<file path="src/rtl/mssd_pkg.sv">
`default_nettype none
// ============================================================================
//  Module   : mssd_pkg
//  Purpose  : Shared constants and helpers for the multiplexed seven-segment
//             driver. It holds the hex-to-segment table, the all-segments-off
//             code and the scan-index width helper.
//  Revision : 1.0  initial release
// ============================================================================
package mssd_pkg;

  // All segments dark. The segment code is active-low {g,f,e,d,c,b,a}.
  localparam logic [6:0] SEG_OFF = 7'h7F;

  // Hex digit glyphs, active-low {g,f,e,d,c,b,a}. Entry [n] is the glyph for
  // nibble n, so the list runs from F down to 0.
  localparam logic [15:0][6:0] c_hex_seg = {
    7'h0E, 7'h06, 7'h21, 7'h46,   // F E d C
    7'h03, 7'h08, 7'h10, 7'h00,   // b A 9 8
    7'h78, 7'h02, 7'h12, 7'h19,   // 7 6 5 4
    7'h30, 7'h24, 7'h79, 7'h40    // 3 2 1 0
  };

  // Width of a digit index. It is never narrower than one bit.
  function automatic int idx_w(input int n);
    return (n > 1) ? $clog2(n) : 1;
  endfunction

endpackage
`default_nettype wire

</file>
<file path="src/rtl/hex7seg.sv">
`default_nettype none
// ============================================================================
//  Module   : hex7seg
//  Purpose  : Combinational nibble to seven-segment glyph lookup.
//  Ports    : nibble  in  4  hex value
//             seg     out 7  active-low segments {g,f,e,d,c,b,a}
//  Revision : 1.0  initial release
// ============================================================================
module hex7seg
  import mssd_pkg::*;
(
  input  logic [3:0] nibble,
  output logic [6:0] seg
);

  assign seg = c_hex_seg[nibble];

endmodule
`default_nettype wire

</file>
<file path="src/rtl/mssd_multi.sv">
`default_nettype none
// ============================================================================
//  Module   : mssd_multi
//  Purpose  : Parametrised multiplexed seven-segment driver for common-anode
//             digits. It provides frame-synchronous input shadowing,
//             leading-zero blanking, per-digit enable and blink, PWM
//             brightness, lamp test, and a dark guard cycle at each digit
//             change.
//  Ports    : clk         in   1           system clock
//             reset_n     in   1           async assert, active-low reset
//             value       in   4*N_DIGITS  hex nibble per digit, digit 0 rightmost
//             dp_value    in   N_DIGITS    decimal point per digit, 1 = lit
//             digit_en    in   N_DIGITS    1 = digit may light
//             blink_mask  in   N_DIGITS    1 = digit blinks
//             blank_lz    in   1           leading-zero blanking enable
//             lamp_test   in   1           all segments/DP on for enabled digits
//             brightness  in   PWM_BITS    lit while pwm count <= brightness
//             seg         out  7           active-low segments {g..a}
//             dp          out  1           active-low decimal point
//             an          out  N_DIGITS    active-low anodes
//             scan_idx    out  IDX_W       digit currently driven
//             frame_tick  out  1           pulse when scan_idx wraps to 0
//  Revision : 1.0  initial release
// ============================================================================
module mssd_multi
  import mssd_pkg::*;
#(
  parameter int N_DIGITS     = 8,
  parameter int SLOT_CYCLES  = 12500,
  parameter int PWM_BITS     = 4,
  parameter int BLINK_CYCLES = 25000000
) (
  input  logic                         clk,
  input  logic                         reset_n,
  input  logic [4*N_DIGITS-1:0]        value,
  input  logic [N_DIGITS-1:0]          dp_value,
  input  logic [N_DIGITS-1:0]          digit_en,
  input  logic [N_DIGITS-1:0]          blink_mask,
  input  logic                         blank_lz,
  input  logic                         lamp_test,
  input  logic [PWM_BITS-1:0]          brightness,
  output logic [6:0]                   seg,
  output logic                         dp,
  output logic [N_DIGITS-1:0]          an,
  output logic [idx_w(N_DIGITS)-1:0]   scan_idx,
  output logic                         frame_tick
);

  localparam int IDX_W   = idx_w(N_DIGITS);
  localparam int SLOT_W  = $clog2(SLOT_CYCLES);
  localparam int BLINK_W = $clog2(BLINK_CYCLES);

  // Internal scan state. The pins run one cycle behind it.
  logic [SLOT_W-1:0]     r_slot_cnt;
  logic [IDX_W-1:0]      r_idx;
  logic                  r_frame_start;
  logic [PWM_BITS-1:0]   r_pwm_cnt;
  logic [BLINK_W-1:0]    r_blink_cnt;
  logic                  r_blink_phase;

  // Frame shadows of the display inputs.
  logic [4*N_DIGITS-1:0] r_sh_value;
  logic [N_DIGITS-1:0]   r_sh_dp;
  logic [N_DIGITS-1:0]   r_sh_en;
  logic [N_DIGITS-1:0]   r_sh_blink;
  logic                  r_sh_blank_lz;

  logic                  w_slot_wrap;
  logic                  w_frame_wrap;
  logic [3:0]            w_nibble;
  logic [6:0]            w_seg;
  logic [N_DIGITS-1:0]   w_zero_from;
  logic                  w_lz_blank;
  logic                  w_blink_dark;
  logic                  w_pwm_on;
  logic                  w_guard;
  logic                  w_lit;
  logic [N_DIGITS-1:0]   w_an;

  assign w_slot_wrap  = (r_slot_cnt == SLOT_W'(SLOT_CYCLES - 1));
  assign w_frame_wrap = w_slot_wrap && (r_idx == IDX_W'(N_DIGITS - 1));

  // Counters: slot and digit index, PWM phase, and blink half-period.
  always_ff @(posedge clk or negedge reset_n) begin
    if (!reset_n) begin
      r_slot_cnt    <= '0;
      r_idx         <= '0;
      r_frame_start <= 1'b0;
      r_pwm_cnt     <= '0;
      r_blink_cnt   <= '0;
      r_blink_phase <= 1'b0;
    end else begin
      r_pwm_cnt     <= r_pwm_cnt + PWM_BITS'(1);
      r_frame_start <= w_frame_wrap;
      if (w_slot_wrap) begin
        r_slot_cnt <= '0;
        r_idx      <= (r_idx == IDX_W'(N_DIGITS - 1)) ? '0 : r_idx + IDX_W'(1);
      end else begin
        r_slot_cnt <= r_slot_cnt + SLOT_W'(1);
      end
      if (r_blink_cnt == BLINK_W'(BLINK_CYCLES - 1)) begin
        r_blink_cnt   <= '0;
        r_blink_phase <= ~r_blink_phase;
      end else begin
        r_blink_cnt   <= r_blink_cnt + BLINK_W'(1);
      end
    end
  end

  // Capture on the edge that moves the index back to digit 0. The whole
  // frame that follows then shows one consistent snapshot.
  always_ff @(posedge clk or negedge reset_n) begin
    if (!reset_n) begin
      r_sh_value    <= '0;
      r_sh_dp       <= '0;
      r_sh_en       <= '0;
      r_sh_blink    <= '0;
      r_sh_blank_lz <= 1'b0;
    end else if (w_frame_wrap) begin
      r_sh_value    <= value;
      r_sh_dp       <= dp_value;
      r_sh_en       <= digit_en;
      r_sh_blink    <= blink_mask;
      r_sh_blank_lz <= blank_lz;
    end
  end

  assign w_nibble = r_sh_value[{r_idx, 2'b00} +: 4];

  hex7seg u_hex7seg (
    .nibble (w_nibble),
    .seg    (w_seg)
  );

  // w_zero_from[i] is set when digits i..top all have a zero nibble and an
  // unlit decimal point.
  always_comb begin
    logic run;
    run         = 1'b1;
    w_zero_from = '0;
    for (int i = N_DIGITS - 1; i >= 0; i--) begin
      run            = run && (r_sh_value[4*i +: 4] == 4'h0) && !r_sh_dp[i];
      w_zero_from[i] = run;
    end
  end

  assign w_lz_blank   = r_sh_blank_lz && (r_idx != '0) && w_zero_from[r_idx];
  assign w_blink_dark = r_blink_phase && r_sh_blink[r_idx];
  assign w_pwm_on     = (r_pwm_cnt <= brightness);
  assign w_guard      = (r_slot_cnt == '0);

  // Lamp test overrides only the cosmetic blanking (LZ, blink). Guard,
  // enable and PWM still gate the anode.
  assign w_lit = !w_guard && r_sh_en[r_idx] && w_pwm_on &&
                 (lamp_test || (!w_lz_blank && !w_blink_dark));

  always_comb begin
    w_an = '1;
    if (w_lit) begin
      w_an[r_idx] = 1'b0;
    end
  end

  // Registered pin stage.
  always_ff @(posedge clk or negedge reset_n) begin
    if (!reset_n) begin
      an         <= '1;
      seg        <= SEG_OFF;
      dp         <= 1'b1;
      scan_idx   <= '0;
      frame_tick <= 1'b0;
    end else begin
      an         <= w_an;
      seg        <= lamp_test ? 7'h00 : w_seg;
      dp         <= lamp_test ? 1'b0 : ~r_sh_dp[r_idx];
      scan_idx   <= r_idx;
      frame_tick <= r_frame_start;
    end
  end

endmodule
`default_nettype wire
</file>
<file path="config.mk">
export PLATFORM = sky130hd
export DESIGN_NAME = mssd_multi
export DESIGN_NICKNAME = d
export VERILOG_FILES = /design/src/rtl/mssd_pkg.sv /design/src/rtl/hex7seg.sv /design/src/rtl/mssd_multi.sv
export SDC_FILE = /design/constraint.sdc
export NUM_CORES = 1
export LEC_CHECK = 0
export ABC_CLOCK_PERIOD_IN_PS = 7400
export CAP_MARGIN = 40
export CORE_MARGIN = 4
export CORE_UTILIZATION = 50
export CTS_CLUSTER_DIAMETER = 40
export DETAILED_ROUTE_END_ITERATION = 10
export PLACE_DENSITY = 0.81
export SKIP_LAST_GASP = 1
export SLEW_MARGIN = 30
export SYNTH_ARGS = -nofsm -noshare
export SYNTH_HDL_FRONTEND = slang
export SYNTH_SLANG_ARGS = --single-unit
</file>
<file path="constraint.sdc">
create_clock -name clk -period 7.4 [get_ports clk]
set_clock_uncertainty 0.2 [all_clocks]
set_input_delay 1.48 -clock clk [delete_from_list [all_inputs] [get_ports clk]]
set_output_delay 1.48 -clock clk [all_outputs]
set_load 0.02 [all_outputs]
</file>
### Clock routing, run 1

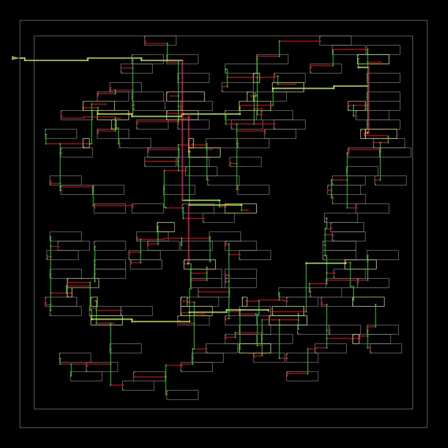
clk_lat worst skew: 0.41 ns
Sink Count: 125
number of clock buffer instances in the layout: 24

### Routed clock nets over the placement, run 1

Bar = 20 um.
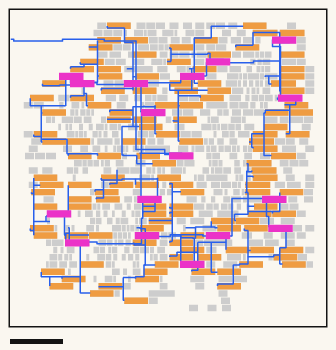
[flip-flops] orange | count: 125
[clock wires] blue | length: 1,480 um
[cells driving clock nets] magenta | count: 17
routed clock nets: 18
flops lie: widely spread
power drawn by the clock network: 0.000784 W
proportion of power drawn by the clock network: 48.7%

### Zoomed window, run 1

Region (74, 15) to (104, 45) um. Cells in gray, sequential cells in the stronger gray; small squares are vias.
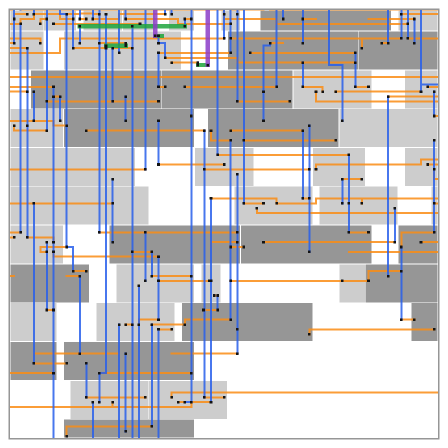
| layer | color |
|---|---|
| met3 | green |
| met4 | purple |
| met2 | blue |
| met1 | orange |
sequential cells in the window: 13
cells with their middle in the window: 38
most frequent: dfrtp_1 (13), mux2_4 (8), clkdlybuf4s50_1 (3)
netlist names of flops here include: `r_sh_value` (10), `r_sh_dp` (2)

==> Slide: Implementation Results, run 1 <==
Key Metrics from the Run

Status
  – Outcome: finished clean

Logic synthesis
  – Synthesized net count: around 600
  – Gate count after technology mapping: 513
  – Sequential-to-total area share from yosys stat: between 50% and 60%
  – Fraction of post-synthesis cell area in the top cell type by area: roughly 44%
  – Register bit total from synthesis: roughly 130

Floorplanning
  – Width of the chip: ~120 um
  – Core Util at FP: 51.08%
  – Area inside the core boundary: roughly 12,000 um^2

Timing
  – Max-slew headroom: roughly 44%
  – Fraction of the cycle the final worst path needs: 49.49%
  – Worst setup margin: around 3.7 ns
  – Accumulated negative setup slack: 0 ns
  – Count of final setup violators: 0
  – RSZ-0062 raised after global routing: no
  – Final tally of max-slew violations: 0

Global route
  – Met1 track demand over resource in global routing: around a quarter
  – Total congestion overflow after global routing: 0
  – Antenna violations before repair: 0
  – Vias in the first global route: about 4,500
  – Pin count of the biggest net entering global routing: between 80 and 90

Route
  – Metal1 wirelength: 5.639 mm
  – Via density per instance: 5.682
  – Routed wire length: 13.55 mm
  – WL met2: 6.971 mm
  – Drt initial violations: 293
  – Number of optimization iterations in the first detailed-route pass: 4

Setup path
  – Worst path buffer plus inverter count: 2
  – Reg2reg end: seg[3]
  – Element type at the critical path end: flip-flop
  – R2R setup slack: just under 4 ns
  – Crit-path cells: clkdlybuf4s50_1 -> inv_1 -> ha_1 -> and3b_1 -> a2111oi_0 -> o22ai_1 -> a311oi_4 -> nand4b_1

Clocking
  – Number of CTS-inserted buffers: 17
  – Hold buffer count at CTS: 0
  – TritonCTS clock tree: yes

Final layout
  – N_diodes: 0
  – Buffers excl. clock: approximately 88
  – Inverter count of the layout excluding clock inverters: 17
  – Count of filler cells inserted in the layout: between 900 and 1,000
  – Biggest regs: r_sh_value (32), r_blink_cnt (25), r_slot_cnt (14)
  – Proportion of cell area occupied by registers: roughly two fifths
  – Final cell count without fillers: approximately 760
  – Multi-input comb cells: 349
  – Register containing the most flip-flops in the final layout: r_sh_value

Placed design
  – HPWL reported at the end of detailed placement: between 9 and 10 mm
  – Post-placement cell count: about 730

Flow run
  – # Max-Cap Violations: 0
  – Tally of OpenROAD warnings: 34

Pwr
  – Maximum VDD drop: ~140 uV
[run 1: where the power goes]
group          total [W]  internal (W)  switching [W]  leakage [nW]
clock           0.000784      0.000509       0.000275         0.282
combinational   0.000106     0.0000627      0.0000436          1.50
sequential      0.000721      0.000706      0.0000152          1.53
[run 1: per-stage QoR]
step                      hold WS [ns]  util (%)
final                           0.1529     63.49
after global placement          0.1373     58.51
after CTS                       0.1586     63.26
after floorplan                 0.1312         -
after detailed placement        0.1464     58.58
after global routing            0.1783     63.49
[run 1: layout by cell type (no fill, tap or decap), types with 4 or more instances in the layout]
master / n
sky130_fd_sc_hd__dfrtp_1: 109
sky130_fd_sc_hd__clkdlybuf4s50_1: 82
sky130_fd_sc_hd__mux2_2: 47
sky130_fd_sc_hd__nor2_1: 34
sky130_fd_sc_hd__nand3_1: 31
sky130_fd_sc_hd__nand2_1: 23
sky130_fd_sc_hd__mux2_4: 19
sky130_fd_sc_hd__xnor2_1: 18
sky130_fd_sc_hd__ha_1: 18
sky130_fd_sc_hd__inv_1: 17
sky130_fd_sc_hd__clkbuf_16: 17
sky130_fd_sc_hd__xor2_1: 16
sky130_fd_sc_hd__dfstp_2: 16
sky130_fd_sc_hd__nor3_1: 12
sky130_fd_sc_hd__o21ai_0: 10
sky130_fd_sc_hd__nor4_1: 9
sky130_fd_sc_hd__and3_1: 9
sky130_fd_sc_hd__nor2b_1: 8
sky130_fd_sc_hd__mux2i_1: 8
sky130_fd_sc_hd__nand4_1: 8
sky130_fd_sc_hd__a21oi_1: 7
sky130_fd_sc_hd__clkinv_2: 6
sky130_fd_sc_hd__o22ai_1: 5
sky130_fd_sc_hd__or3_1: 5
sky130_fd_sc_hd__and4_1: 5
sky130_fd_sc_hd__clkbuf_1: 5
sky130_fd_sc_hd__or4_1: 4
### Sizing map, run 1

Bar = 20 um.
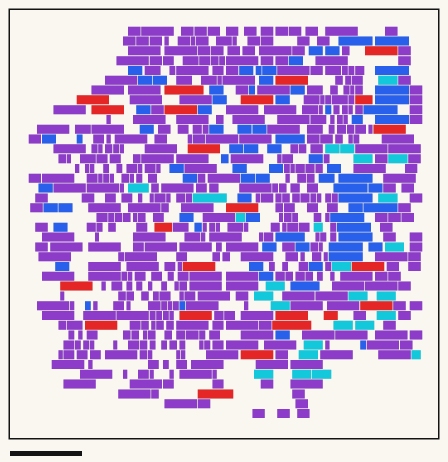

## Run 2: what changed since run 1
- ABC_CLOCK_PERIOD_IN_PS: 7400 -> 3700
- clock period: 7.4 -> 3.7 ns (I/O delays scaled with it)
### Sizing map, run 2

Bar = 20 um.
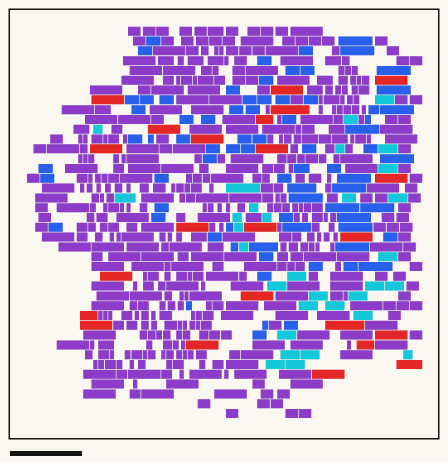
| size | color | cells | share | most used |
|---|---|---|---|---|
| drive 2 | blue | 75 | 12% | mux2_2 |
| drive 1 or less | purple | 483 | 79% | dfrtp_1 |
| drive 6 and up | red | 23 | 3.8% | clkbuf_16 |
| drive 3 to 4 | cyan | 31 | 5.1% | mux2_4 |
Buffers excl. clock: 90
Syn-to-layout area delta: 24.51%
Layout Cell Area excl Fill: 7640 um^2
worst setup margin: 0.4457 ns

==> run 2 against run 1 <==
Compared with the run above: global-route usage rose by 0.43 points; clock power rose by 100%; register-to-register slack got worse by 3.5 ns; synthesized cell count did not move; non-clock buffer count rose by 2; wire length rose by 1.7%; combinational power rose by 98%; critical path depth fell by 1; count of clock-buffer cells in the layout did not move; sequential power rose by 100%.
==> Slide: Implementation Results, run 2 <==
Key Metrics from the Run

Route
  – Highest Signal Layer: met4
  – Number of optimization iterations in the first detailed-route pass: 5 (+1)
  – Via density per instance: 5.723 (+0.73%)
  – Remaining design rule violation count: 0
  – WL met2: 6.793 mm (-2.6%)
  – Routed wire length: 13.78 mm (+1.7%)
  – Routed met3 length: between 800 and 900 um
  – Metal1 wirelength: 5.687 mm (+0.85%)
  – Average routed wire per standard cell: between 15 and 20 um
  – Drt initial violations: 478 (+63%)

Setup path
  – Launching instance or port of the critical path: r_idx[2]
  – Required time of the worst setup path: about 3.8 ns
  – Worst path buffer plus inverter count: 1 (-1)
  – Largest stage delay, worst path: roughly 0.73 ns
  – Crit-path cells: nor2b_1 -> a221oi_1 -> o21ai_0 -> inv_1 -> ha_1 -> or3_1 -> a311oi_1
  – Element type at the critical path end: flip-flop

Placed design
  – Post-placement cell count: 728 (+0.41%)
  – HPWL reported at the end of detailed placement: 9.736 mm (about the same)

Clocking
  – Sink Count: 125 (unchanged)
  – TritonCTS clock tree: yes
  – Hold buffer count at CTS: 0 (unchanged)
  – Clk_lat worst skew: 0.42 ns (about the same)

Global route
  – First-pass GRT wire length: roughly 23 mm
  – Total congestion overflow after global routing: 0 (unchanged)
  – Most heavily used metal layer in global routing: met2
  – Met1 track demand over resource in global routing: 24.61% (-0.32 points)
  – Pin count of the biggest net entering global routing: 126 (+43%)
  – Antenna violations before repair: 0 (unchanged)
  – Vias in the first global route: 4,524 (+1.2%)

Logic synthesis
  – Gate count after technology mapping: 513 (unchanged)
  – Fraction of post-synthesis cell area in the top cell type by area: 44.45% (unchanged)
  – Sequential-to-total area share from yosys stat: 51.31% (unchanged)
  – Synthesized net count: 595 (unchanged)
  – Register bit total from synthesis: 125 (unchanged)

Final layout
  – Register containing the most flip-flops in the final layout: r_sh_value
  – Biggest regs: r_sh_value (32), r_blink_cnt (25), r_slot_cnt (14)
  – N_diodes: 0 (unchanged)
  – Count of filler cells inserted in the layout: 909 (-1.4%)
  – Top library cells by usage in the layout, fill and taps aside: 109 x sky130_fd_sc_hd__dfrtp_1, 82 x sky130_fd_sc_hd__clkdlybuf4s50_1, 47 x sky130_fd_sc_hd__mux2_2
  – Top cell excl fill/tap: sky130_fd_sc_hd__dfrtp_1
  – Final cell count without fillers: 759 (+0.13%)

Floorplanning
  – Area inside the core boundary: 12,010 um^2 (unchanged)
  – Core Util at FP: 51.08% (unchanged)
  – Width of the chip: 118.8 um (unchanged)

Status
  – Outcome: finished clean

Timing
  – Fraction of the cycle the final worst path needs: just under 90%
  – Max-slew headroom: 50.99% (+6.8 points)
  – RSZ-0062 raised after global routing: no
  – Hold slack: 0.1482 ns (-0.004737 ns)
  – Accumulated negative setup slack: 0 ns (unchanged)
  – Final tally of max-slew violations: 0 (unchanged)
  – Count of final setup violators: 0 (unchanged)

Flow run
  – Tally of OpenROAD warnings: 36 (+5.9%)
  – # Max-Cap Violations: 0 (unchanged)

Pwr
  – Maximum VDD drop: 360.8 uV (+160%)
### Zoomed window, run 2

Region (74, 15) to (104, 45) um. Cells in gray, sequential cells in the stronger gray; small squares are vias.
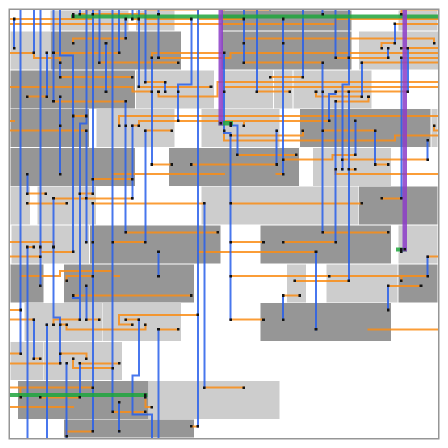
| layer | color |
|---|---|
| met4 | purple |
| met1 | orange |
| met2 | blue |
| met3 | green |
cells with their middle in the window: 35
most frequent: dfrtp_1 (14), mux2_4 (12), clkdlybuf4s50_1 (2)
sequential cells in the window: 14
netlist names of flops here include: `r_sh_value` (12)

run 2: cell counts after synthesis:
Identical to the previous run, type by type.
run 2: cell families (layout without fill, tap and decap cells):
| family | count (synthesis) | after routing | share of synthesized area [%] |
|---|---|---|---|
| simple gates | 171 | 171 | 15.33 |
| flops | 125 | 125 | 51.31 |
| mux | 77 | 77 | 15.68 |
| compound gates | 49 | 49 | 5.791 |
| buf+inv | 39 | 138 | 3.364 |
| xor+xnor | 34 | 34 | 4.853 |
| fa+ha+maj | 18 | 18 | 3.671 |
run 2: per-stage QoR:
step           total power, W  utilization, %  setup WS [ns]  cell area, um^2
3_5_place_dp         0.001675           58.86         0.2754             7071
4_1_cts              0.003285           63.60         0.4549             7640
6_report             0.003258           63.60         0.4457             7640
2_1_floorplan        0.001537               -         0.9102             6136
3_3_place_gp         0.001669           58.86         0.3024             7071
5_1_grt              0.003361           63.60         0.1460             7640
run 2: report_power, final:
part           switching (W)  internal (W)  total, W
registers          0.0000319       0.00141   0.00144
clock network       0.000570       0.00103   0.00160
logic              0.0000867      0.000124  0.000210
run 2: final cells by class:
cell class	instances	area, um^2	share of cell area [%]
Sequential cell	125	3148	41.21
Multi-Input combinational cell	349	2781	36.41
Inverter	17	63.81	0.8352
Clock inverter	7	87.58	1.146
Clock buffer	24	481.7	6.305
Timing Repair Buffer	90	893.4	11.69
Tap cell	147	183.9	2.407
run 2: final timing paths:
check,slack [ns],cells after the start,endpoint
min reg2reg,0.15,0,frame_tick
min,0.15,0,frame_tick
max,0.45,7,seg[3]
max reg2reg,0.45,7,seg[3]
max in group asynchronous,2.61,2,r_sh_en[5]
min in group asynchronous,0.19,2,frame_tick
Power is estimated from default activity; no workload was simulated.
